`src/rtl/clk_sel_ctrl.sv`:
```
// clk_sel_ctrl: qualifies two monitored clocks and drives the clock switch select
// with preference, failover on loss and a post-change holdoff.
module clk_sel_ctrl #(
  parameter int TIMEOUT     = 16,
  parameter int ALIVE_EDGES = 4,
  parameter int HOLDOFF     = 8
) (
  input  logic clk,
  input  logic rst_n,
  input  logic clk_a_mon,
  input  logic clk_b_mon,
  input  logic pref_sel,
  output logic clk_sel,
  output logic a_alive,
  output logic b_alive,
  output logic switch_busy,
  output logic no_clk,
  output logic fail_evt
);
  localparam int WW = $clog2(TIMEOUT + 1);
  localparam int EW = $clog2(ALIVE_EDGES + 1);
  localparam int HW = $clog2(HOLDOFF + 1);
  typedef enum logic [1:0] {ST_A, ST_B, ST_HOLD} state_t;
  state_t state, state_n;
  logic [1:0] s1, s2, s3, rise, tout, alive, alive_d;
  logic p1, ps, want, sel_n, busy_n;
  logic [HW-1:0] hold_cnt, hold_n;
  assign rise = s2 & ~s3;
  assign a_alive = alive[0];
  assign b_alive = alive[1];
  for (genvar g = 0; g < 2; g++) begin : g_mon
    logic [WW-1:0] wd;
    logic [EW-1:0] ecnt;
    logic al;
    // a rise landing on the timeout cycle cancels the timeout
    assign tout[g] = !rise[g] && wd == WW'(TIMEOUT - 1);
    assign alive[g] = al;
    always_ff @(posedge clk or negedge rst_n)
      if (!rst_n) begin
        wd   <= '0;
        ecnt <= '0;
        al   <= 1'b0;
      end else begin
        wd   <= rise[g] ? '0 : (wd == WW'(TIMEOUT)) ? wd : wd + 1'b1;
        ecnt <= tout[g] ? '0 : (rise[g] && !al) ? ecnt + 1'b1 : ecnt;
        al   <= tout[g] ? 1'b0 : (rise[g] && !al && ecnt == EW'(ALIVE_EDGES - 1)) ? 1'b1 : al;
      end
  end
  assign want = alive[ps] ? ps : alive[!ps] ? !ps : clk_sel;
  always_ff @(posedge clk or negedge rst_n)
    if (!rst_n) begin
      s1          <= '0;
      s2          <= '0;
      s3          <= '0;
      p1          <= 1'b0;
      ps          <= 1'b0;
      alive_d     <= '0;
      no_clk      <= 1'b1;
      fail_evt    <= 1'b0;
      state       <= ST_A;
      clk_sel     <= 1'b0;
      hold_cnt    <= '0;
      switch_busy <= 1'b0;
    end else begin
      s1          <= {clk_b_mon, clk_a_mon};
      s2          <= s1;
      s3          <= s2;
      p1          <= pref_sel;
      ps          <= p1;
      alive_d     <= alive;
      no_clk      <= ~|alive;
      fail_evt    <= alive_d[clk_sel] & ~alive[clk_sel];
      state       <= state_n;
      clk_sel     <= sel_n;
      hold_cnt    <= hold_n;
      switch_busy <= busy_n;
    end
  always_comb begin
    state_n = state;
    sel_n   = clk_sel;
    hold_n  = hold_cnt;
    busy_n  = switch_busy;
    if (state == ST_HOLD) begin
      hold_n = hold_cnt - 1'b1;
      if (hold_cnt == '0) begin
        state_n = clk_sel ? ST_B : ST_A;
        hold_n  = '0;
        busy_n  = 1'b0;
      end
    end else if (want != clk_sel) begin
      state_n = ST_HOLD;
      sel_n   = want;
      hold_n  = HW'(HOLDOFF - 1);
      busy_n  = 1'b1;
    end
  end
endmodule

```
`config.mk`:
```
export PLATFORM = sky130hd
export DESIGN_NAME = clk_sel_ctrl
export DESIGN_NICKNAME = d
export VERILOG_FILES = /design/src/rtl/clk_sel_ctrl.sv
export SDC_FILE = /design/constraint.sdc
export NUM_CORES = 1
export LEC_CHECK = 0
export CAP_MARGIN = 10
export CORE_UTILIZATION = 61
export DETAILED_ROUTE_END_ITERATION = 10
export PLACE_DENSITY = 0.82
export REMOVE_ABC_BUFFERS = 1
export SLEW_MARGIN = 40
export SYNTH_ARGS = -nofsm -noshare
export SYNTH_HDL_FRONTEND = slang
export SYNTH_SLANG_ARGS = --single-unit
```
`constraint.sdc`:
```
create_clock -name clk -period 3.5 [get_ports clk]
set_input_delay 0.7 -clock clk [delete_from_list [all_inputs] [get_ports clk]]
set_output_delay 0.7 -clock clk [all_outputs]
set_load 0.02 [all_outputs]
```
==> results.sh <==
# source this file to load flow results
export IMPL_outcome="completed"
export IMPL_r2r_slack_ns=2.00
export IMPL_async_flop_share=1.00
export IMPL_postCtsHoldBufs=0
export IMPL_io_pins=11
export IMPL_critPathTopFamily="buffers and inverters"
export IMPL_synthTopCellsByArea="dfrtp_1 (56%), ha_1 (7.8%), a21oi_1 (3.1%)"
export IMPL_htree_num_levels=2
export IMPL_setup_viol=0
export IMPL_hpwlAfterDp_mm=1.87
export IMPL_muxShareOfSynthArea=0.0265
export IMPL_fillers=173
export IMPL_drt_pass1_iterations=4
export IMPL_antenna_found_initial=0
export IMPL_edf_count=0
export IMPL_regMostFlops="g_mon.wd"
export IMPL_finish_utilization=0.737
export IMPL_worst_setup_path_type="register to output pin"
export IMPL_combPwrFrac=0.339
export IMPL_core_area_sq_mm=0.00248
export IMPL_die_width_um=53.3
export IMPL_drtIter0Drc=32
export IMPL_grt_pass1_wl_mm=4.24
export IMPL_grt_util_met1=0.267
export IMPL_seqCellArea_sq_um=927
export IMPL_post_cts_setup_buffers=0
export IMPL_common_cells="dfrtp_1 (36), inv_1 (11), a21oi_1 (10), ha_1 (10), nor2_1 (9)"
export IMPL_worst_pin_slew_ns=0.448
export IMPL_synth_warnings=0
export IMPL_maxCapViolCount=0
export IMPL_top_area_cell="dfrtp_1"
export IMPL_synth_seq_cells=37
export IMPL_cp_data_required_time_ns=2.80
export IMPL_critPathLaunchType="register"
export IMPL_crit_chain="clkdlybuf4s50_1"
export IMPL_rows=18
export IMPL_largest_reg_flops=10
export IMPL_grt_busiest_layer="met2"
export IMPL_ant_nets=0
export IMPL_met1_length_mm=1.12
export IMPL_syn_area_sq_mm=0.00161
export IMPL_p_clk_mw=0.305
export IMPL_clk_pin_slew_ns=0.11
export IMPL_fmaxAchievable_mhz=438
export IMPL_io_buffers=10
==> final cells by class <==
class                           count  share of cell area
Clock inverter                      1              0.0164
Timing Repair Buffer               11              0.0589
Tap cell                           30              0.0205
Sequential cell                    37               0.508
Inverter                           11              0.0226
Clock buffer                        7              0.0301
Multi-Input combinational cell     81               0.344
==> per-stage QoR <==
step / hold WS (ns) / cells / total power, mW / worst slack [ns] / cell area, sq um
6_report: 0.352 / 178 / 1.56 / 1.22 / 1830
4_1_cts: 0.351 / 178 / 1.57 / 1.22 / 1830
5_1_grt: 0.357 / 178 / 1.67 / 1.14 / 1830
2_1_floorplan: 0.331 / 129 / 1.08 / 2.15 / 1600
3_3_place_gp: 0.335 / 170 / 1.21 / 1.64 / 1740
3_5_place_dp: 0.335 / 170 / 1.26 / 1.61 / 1740
**Gate-type map**

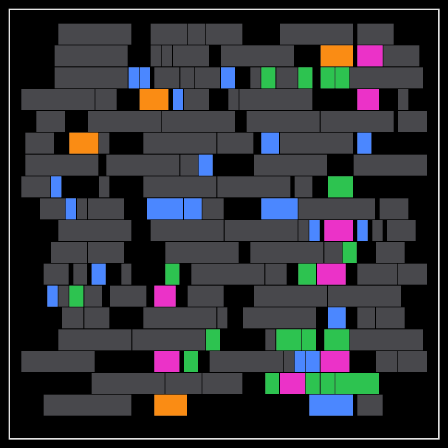
- blue: nor cells (cells 20; where spread over the die)
- green: aoi and oai cells (cells 18)
- orange: mux cells (cells 4)
- magenta: non-inverting ao/oa cells (cells 8)
fin cells: 178
combinational share of cell area: 0.344
Commonest Layout Cell: dfrtp_1

**Placement by cell class**

Bar = 20 um. Fill, decap, tap and diode cells in gray.
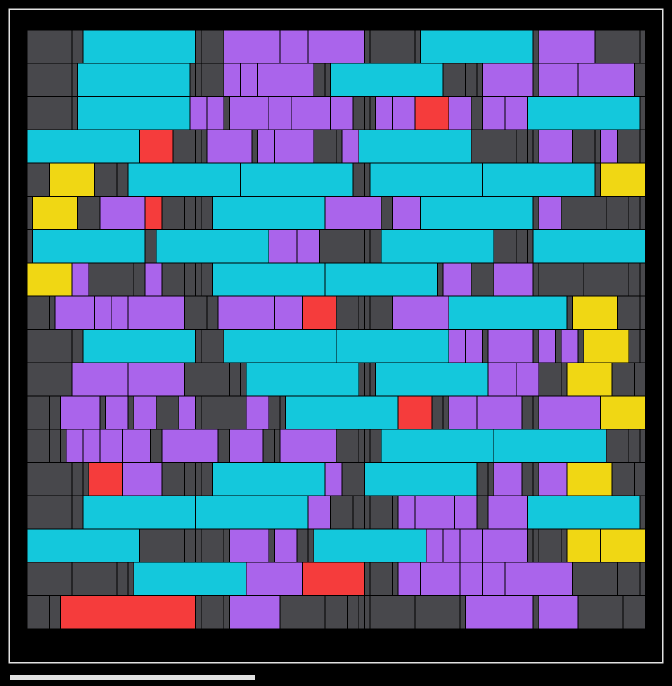
- red: clock drivers and dummy loads (cells 8; share of their area 4.8%)
- yellow: remaining buffers and delay cells (cells 11; share of their area 6.0%)
- purple: remaining logic cells (cells 92; share of their area 37%)
- cyan: registers (cells 37; share of their area 52%)

Power is estimated from default activity; no workload was simulated.
